--- src/rtl/wb_merge.sv ---
// Writeback merge stage: owns the single register-file write port and merges
// the fixed-latency primary writeback with buffered long-latency secondary
// results. Exports per-register busy flags for decode hazard checks.
// Optional feature macro: WB_MERGE_BYPASS_EN (adds forwarding from the output
// register and drops that term from the busy flags).

package brisc_pkg;
    parameter int XLEN = 32;
endpackage

module wb_merge #(
    parameter int  XLEN      = brisc_pkg::XLEN,
    parameter int  REG_NUM   = 32,
    parameter int  DEPTH     = 4,
    localparam int REG_WIDTH = $clog2(REG_NUM),
    localparam int PW        = $clog2(DEPTH),
    localparam int CW        = $clog2(DEPTH) + 1
) (
    input  logic                 clk,
    input  logic                 reset_n,
    input  logic                 pri_valid,
    input  logic [REG_WIDTH-1:0] pri_rd,
    input  logic [XLEN-1:0]      pri_data,
    input  logic                 sec_valid,
    output logic                 sec_ready,
    input  logic [REG_WIDTH-1:0] sec_rd,
    input  logic [XLEN-1:0]      sec_data,
    output logic                 rf_enable,
    output logic [REG_WIDTH-1:0] rf_rd_addr,
    output logic [XLEN-1:0]      rf_write_data,
    input  logic [REG_WIDTH-1:0] rs1_addr,
    input  logic [REG_WIDTH-1:0] rs2_addr,
    output logic                 rs1_busy,
    output logic                 rs2_busy,
`ifdef WB_MERGE_BYPASS_EN
    output logic                 rs1_fwd_valid,
    output logic                 rs2_fwd_valid,
    output logic [XLEN-1:0]      rs1_fwd_data,
    output logic [XLEN-1:0]      rs2_fwd_data,
`endif
    output logic [CW-1:0]        fifo_count
);

    logic [DEPTH-1:0]                ent_vld_q, ent_vld_d;
    logic [DEPTH-1:0]                ent_sq_q,  ent_sq_d;
    logic [DEPTH-1:0][REG_WIDTH-1:0] ent_rd_q,  ent_rd_d;
    logic [DEPTH-1:0][XLEN-1:0]      ent_data_q, ent_data_d;
    logic [PW-1:0]                   wr_ptr_q, wr_ptr_d, rd_ptr_q, rd_ptr_d;
    logic [CW-1:0]                   count_q, count_d;
    logic                            rf_en_q, rf_en_d;
    logic [REG_WIDTH-1:0]            rf_addr_q, rf_addr_d;
    logic [XLEN-1:0]                 rf_data_q, rf_data_d;
    logic                            full, push, pop;
    logic                            fifo_hit1, fifo_hit2;

    // Full is judged on registered occupancy only, so a same-cycle pop never frees a slot
    assign full       = (count_q == CW'(DEPTH));
    assign sec_ready  = !full;
    assign push       = sec_valid && !full;
    assign pop        = !pri_valid && (count_q != '0);
    assign fifo_count = count_q;

    assign rf_enable     = rf_en_q;
    assign rf_rd_addr    = rf_addr_q;
    assign rf_write_data = rf_data_q;

    // Next-state: port selection (primary first), WAW squash, FIFO push/pop
    always_comb begin
        ent_vld_d  = ent_vld_q;
        ent_sq_d   = ent_sq_q;
        ent_rd_d   = ent_rd_q;
        ent_data_d = ent_data_q;
        wr_ptr_d   = wr_ptr_q;
        rd_ptr_d   = rd_ptr_q;
        count_d    = count_q;
        rf_en_d    = 1'b0;
        rf_addr_d  = rf_addr_q;
        rf_data_d  = rf_data_q;

        if (pri_valid) begin
            rf_en_d   = (pri_rd != '0);
            rf_addr_d = pri_rd;
            rf_data_d = pri_data;
            // Older buffered writes to the same register are now stale
            if (pri_rd != '0) begin
                for (int i = 0; i < DEPTH; i++) begin
                    if (ent_vld_q[i] && ent_rd_q[i] == pri_rd) ent_sq_d[i] = 1'b1;
                end
            end
        end else if (pop) begin
            rf_en_d             = (ent_rd_q[rd_ptr_q] != '0) && !ent_sq_q[rd_ptr_q];
            rf_addr_d           = ent_rd_q[rd_ptr_q];
            rf_data_d           = ent_data_q[rd_ptr_q];
            ent_vld_d[rd_ptr_q] = 1'b0;
            ent_sq_d[rd_ptr_q]  = 1'b0;
            rd_ptr_d            = rd_ptr_q + PW'(1);
        end

        // Pushed entry lands in an empty slot, so the squash above never touches it
        if (push) begin
            ent_vld_d[wr_ptr_q]  = 1'b1;
            ent_sq_d[wr_ptr_q]   = 1'b0;
            ent_rd_d[wr_ptr_q]   = sec_rd;
            ent_data_d[wr_ptr_q] = sec_data;
            wr_ptr_d             = wr_ptr_q + PW'(1);
        end

        case ({push, pop})
            2'b10:   count_d = count_q + CW'(1);
            2'b01:   count_d = count_q - CW'(1);
            default: count_d = count_q;
        endcase
    end

    // State registers
    always_ff @(posedge clk or negedge reset_n) begin
        if (!reset_n) begin
            ent_vld_q  <= '0;
            ent_sq_q   <= '0;
            ent_rd_q   <= '0;
            ent_data_q <= '0;
            wr_ptr_q   <= '0;
            rd_ptr_q   <= '0;
            count_q    <= '0;
            rf_en_q    <= 1'b0;
            rf_addr_q  <= '0;
            rf_data_q  <= '0;
        end else begin
            ent_vld_q  <= ent_vld_d;
            ent_sq_q   <= ent_sq_d;
            ent_rd_q   <= ent_rd_d;
            ent_data_q <= ent_data_d;
            wr_ptr_q   <= wr_ptr_d;
            rd_ptr_q   <= rd_ptr_d;
            count_q    <= count_d;
            rf_en_q    <= rf_en_d;
            rf_addr_q  <= rf_addr_d;
            rf_data_q  <= rf_data_d;
        end
    end

    // Busy lookup: any live (valid, non-squashed) buffered write to the source
    always_comb begin
        fifo_hit1 = 1'b0;
        fifo_hit2 = 1'b0;
        for (int i = 0; i < DEPTH; i++) begin
            if (ent_vld_q[i] && !ent_sq_q[i] && ent_rd_q[i] == rs1_addr) fifo_hit1 = 1'b1;
            if (ent_vld_q[i] && !ent_sq_q[i] && ent_rd_q[i] == rs2_addr) fifo_hit2 = 1'b1;
        end
    end

`ifdef WB_MERGE_BYPASS_EN
    // Output-register write is forwarded instead of stalling decode
    assign rs1_fwd_valid = rf_en_q && rf_addr_q == rs1_addr && rs1_addr != '0;
    assign rs2_fwd_valid = rf_en_q && rf_addr_q == rs2_addr && rs2_addr != '0;
    assign rs1_fwd_data  = rf_data_q;
    assign rs2_fwd_data  = rf_data_q;
    assign rs1_busy      = (rs1_addr != '0) && fifo_hit1;
    assign rs2_busy      = (rs2_addr != '0) && fifo_hit2;
`else
    assign rs1_busy = (rs1_addr != '0) && (fifo_hit1 || (rf_en_q && rf_addr_q == rs1_addr));
    assign rs2_busy = (rs2_addr != '0) && (fifo_hit2 || (rf_en_q && rf_addr_q == rs2_addr));
`endif

endmodule
--- config.mk ---
export PLATFORM = sky130hd
export DESIGN_NAME = wb_merge
export DESIGN_NICKNAME = d
export VERILOG_FILES = /design/src/rtl/wb_merge.sv
export SDC_FILE = /design/constraint.sdc
export NUM_CORES = 1
export LEC_CHECK = 0
export CORE_MARGIN = 2
export CORE_UTILIZATION = 55
export CTS_CLUSTER_SIZE = 30
export DETAILED_ROUTE_END_ITERATION = 16
export GPL_ROUTABILITY_DRIVEN = 0
export PLACE_DENSITY = 0.8
export SYNTH_ARGS = -nofsm -noshare
export SYNTH_HDL_FRONTEND = slang
export SYNTH_SLANG_ARGS = --single-unit
--- constraint.sdc ---
create_clock -name clk -period 2.6 [get_ports clk]
set_clock_uncertainty 0.1 [all_clocks]
set_input_delay 0.26 -clock clk [delete_from_list [all_inputs] [get_ports clk]]
set_output_delay 0.26 -clock clk [all_outputs]
set_load 0.05 [all_outputs]
Fig. 1: run 1, metal layers overlaid
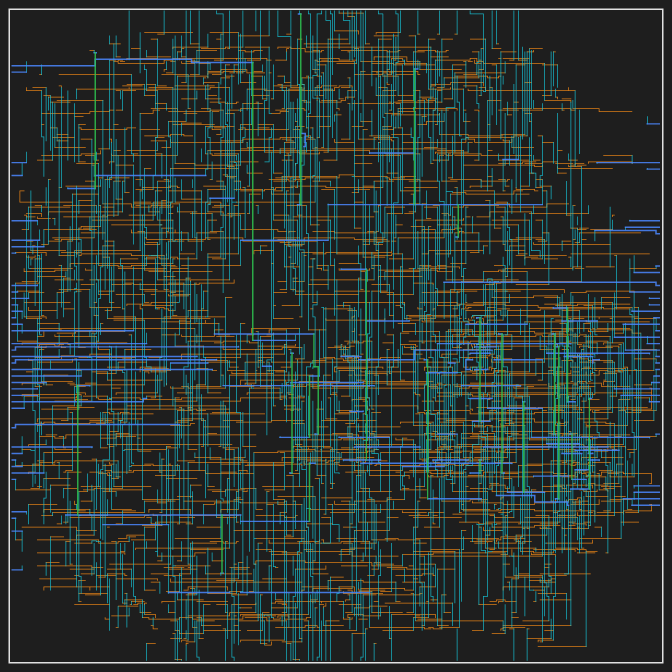
M1 -> orange  # wire length 9130 um
M3 -> blue  # wire length 1380 um
M2 -> cyan  # wire length 11900 um
M4 -> green  # wire length 518 um

Fig. 2: run 1, placement view
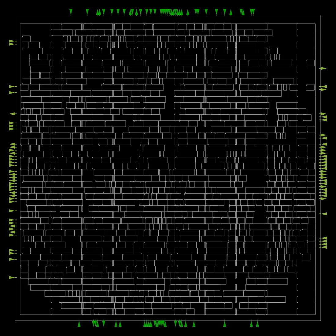
cell row count: 48
final cell count without fillers: 1077
flop share of the area: 0.418
filler instances: 1204

Fig. 3: run 1, cell sizes after repair
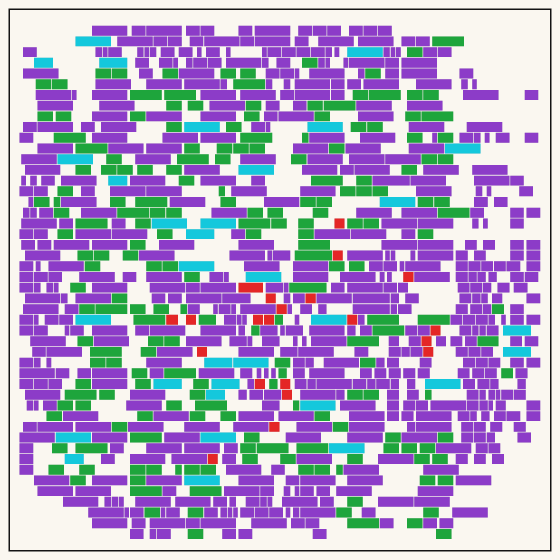
x1 and smaller -> purple  # cells 596, most used dfrtp_1
x6 and larger -> cyan  # cells 32, most used clkbuf_16
x3 and x4 -> red  # cells 21, most used buf_4
x2 -> green  # cells 201, most used mux2_2

Fig. 4: run 1, wires at chosen ports, followed through buffers
The bar under the picture is 50 um long.
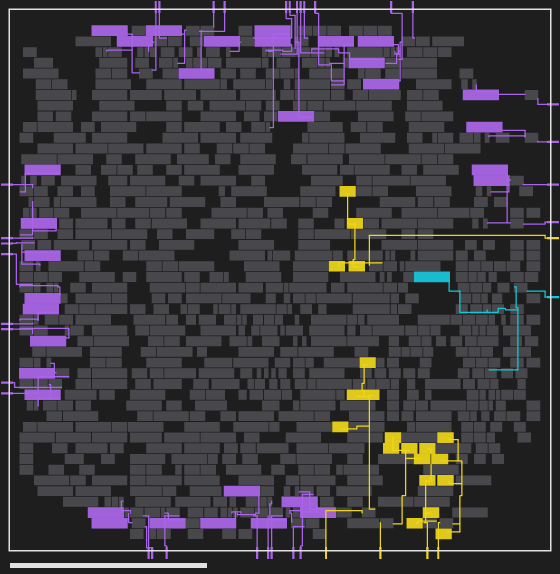
`sec_rd` -> yellow  # bits 5, direction input, edge 4 bottom, 1 right, end cells 20, buffers 5, wire 285 um
`rf_write_data` -> purple  # bits 32, direction output, edge 12 top, 8 left, 8 bottom, 4 right, end cells 32, buffers 32, wire 754 um
`rf_enable` -> cyan  # bits 1, direction output, edge right, end cells 1, buffers 1, wire 63.9 um

==> GITHUB_STEP_SUMMARY, run 1 <==
## PnR job results

| Metric | Value |
|---|---|
| Status | `complete, no violations` |
| Number of clock-tree buffers in the layout | `28` |
| Synth async-reset ratio | `1.00` |
| Reg-to-reg critical path endpoint | `fifo_count[2]$_DFFE_PN0P_` |
| DRT antenna net count | `0` |
| GR Util met2 | `0.448` |
| H-tree levels | `1` |
| Worst Hold Class | `primary input to register` |
| Worst-Margin Slew | `between 0.7 and 0.8 ns` |
| Fin Hold WS | `between 0.15 and 0.2 ns` |
| Max-area cell share | `0.516` |
| Final hold violation count | `0` |
| M1 wire length | `about 9.1 mm` |
| Area fraction in mux cells | `0.294` |
| Critical Path RT | `2.24 ns` |
| Global route total overflow | `0` |
| Iter 0 DRT Violations | `about 340` |
| Top Consumer | `combinational logic` |
| Top logic family | `multiplexers` |
| Clk sinks | `~200` |
| Taps Inserted | `~230` |
| Tmin final | `2.46 ns` |
| Final setup viols | `0` |
| Min-Delay Path Depth | `4` |
| Drt wl/cell | `between 20 and 25 um` |
| CP startpoint kind | `register` |
| Dominant logic cell type in the layout | `dfrtp_1` |
| Max_cap viols | `0` |
| Buf/Inv on CP | `1` |
| Cell Int Power | `between 9 and 10 mW` |
| Post-synth cell types | `35` |
| Placed Instance Area | `11400 um^2` |
| Final Slew Violations | `0` |
| Post-synth top area cell | `dfrtp_1` |
| Inverters, non-clock | `13` |
| First-pass GRT wire length | `between 30 and 40 mm` |
| Switch Pwr | `about 6 mW` |
| Total Power | `~16 mW` |
| Setup Buffers After CTS | `0` |
| Largest class | `sequential cells` |
| Worst setup margin | `between 0.1 and 0.15 ns` |
| Chip area | `18800 um^2` |
| Top Layer Used | `met4` |
| R2r setup slk | `about 0.4 ns` |
| TritonCTS clock tree | `yes` |
| Drt total wl | `around 23 mm` |
| YS chip area | `roughly 9800 um^2` |
| Clk pwr share | `0.172` |
Fig. 5: run 1, placed cells, one color a class
Fill, decap, tap and diode cells in gray.
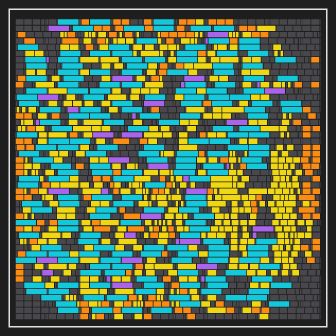

--- run 2 (diff from run 1) ---
DONT_BUFFER_PORTS = 1   (was not set)
PLACE_DENSITY = 0.77   (was 0.8)
Fig. 6: run 2, placed cells, one color a class
Fill, decap, tap and diode cells in gray.
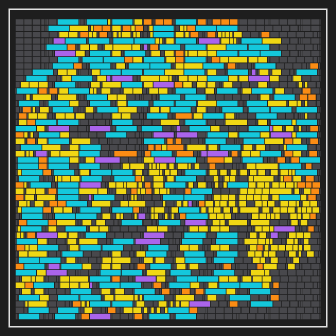
remaining logic cells -> yellow  # cells 457, share of their area 40%
registers -> cyan  # cells 201, share of their area 45%
remaining buffers and delay cells -> orange  # cells 106, share of their area 9.4%
clock drivers and dummy loads -> purple  # cells 37, share of their area 6.1%

Fig. 7: run 2, cell sizes after repair
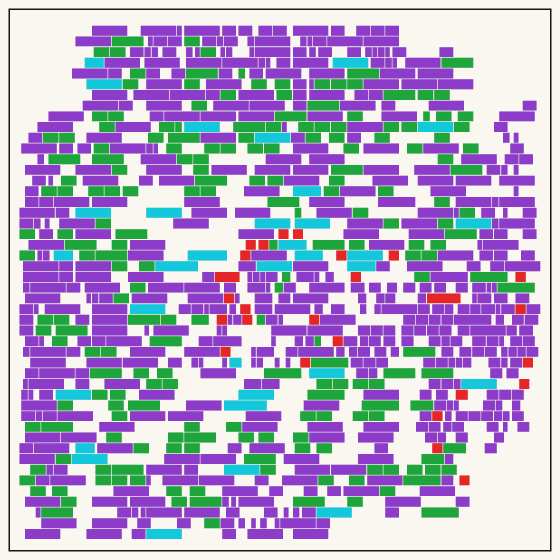
x3 and x4 -> red  # cells 26, most used buf_4
x6 and larger -> cyan  # cells 32, most used clkbuf_16
x1 and smaller -> purple  # cells 539, most used dfrtp_1
x2 -> green  # cells 204, most used mux2_2

==> run 2 against run 1 <==
The run now ends with negative hold slack left. Critical path depth unchanged. Synthesized cell count did not move. Sequential power is 16% higher. Highest routed layer unchanged. Critical endpoint is now rs1_busy.
==> GITHUB_STEP_SUMMARY, run 2 <==
## PnR job results

| Metric | Value |
|---|---|
| Clk sinks | `201` |
| YS chip area | `a little under 10000 um^2` |
| GR Util met2 | `0.428` |
| Taps Inserted | `approximately 230` |
| Synth async-reset ratio | `1.00` |
| Worst setup margin | `between 0.08 and 0.09 ns` |
| Status | `finished, violations left` |
| First-pass GRT wire length | `36.1 mm` |
| Switch Pwr | `between 5 and 6 mW` |
| Cell Int Power | `9.69 mW` |
| Worst Hold Class | `primary input to asynchronous set/reset pin` |
| H-tree levels | `1` |
| Inverters, non-clock | `13` |
| Fin Hold WS | `-0.641 ns` |
| Number of clock-tree buffers in the layout | `27` |
| Critical Path RT | `roughly 2.2 ns` |
| DRT antenna net count | `0` |
| Flop share of the area | `0.435` |
| Buf/Inv on CP | `1` |
| Reg-to-reg critical path endpoint | `rf_rd_addr[1]$_DFFE_PN0P_` |
| Max-area cell share | `0.516` |
| Final setup viols | `0` |
| Filler instances | `1206` |
| M1 wire length | `9.05 mm` |
| Setup Buffers After CTS | `0` |
| Final hold violation count | `roughly 200` |
| Chip area | `18800 um^2` |
| CP startpoint kind | `register` |
| Tmin final | `2.51 ns` |
| Final Slew Violations | `0` |
| Worst-Margin Slew | `0.657 ns` |
| Area fraction in mux cells | `0.294` |
| Total Power | `15.6 mW` |
| Iter 0 DRT Violations | `between 300 and 400` |
| Failing checks | `negative hold slack` |
| Post-synth top area cell | `dfrtp_1` |
| Drt wl/cell | `approximately 22 um` |
| Max_cap viols | `0` |
| Top logic family | `multiplexers` |
Power is estimated from default activity; no workload was simulated.
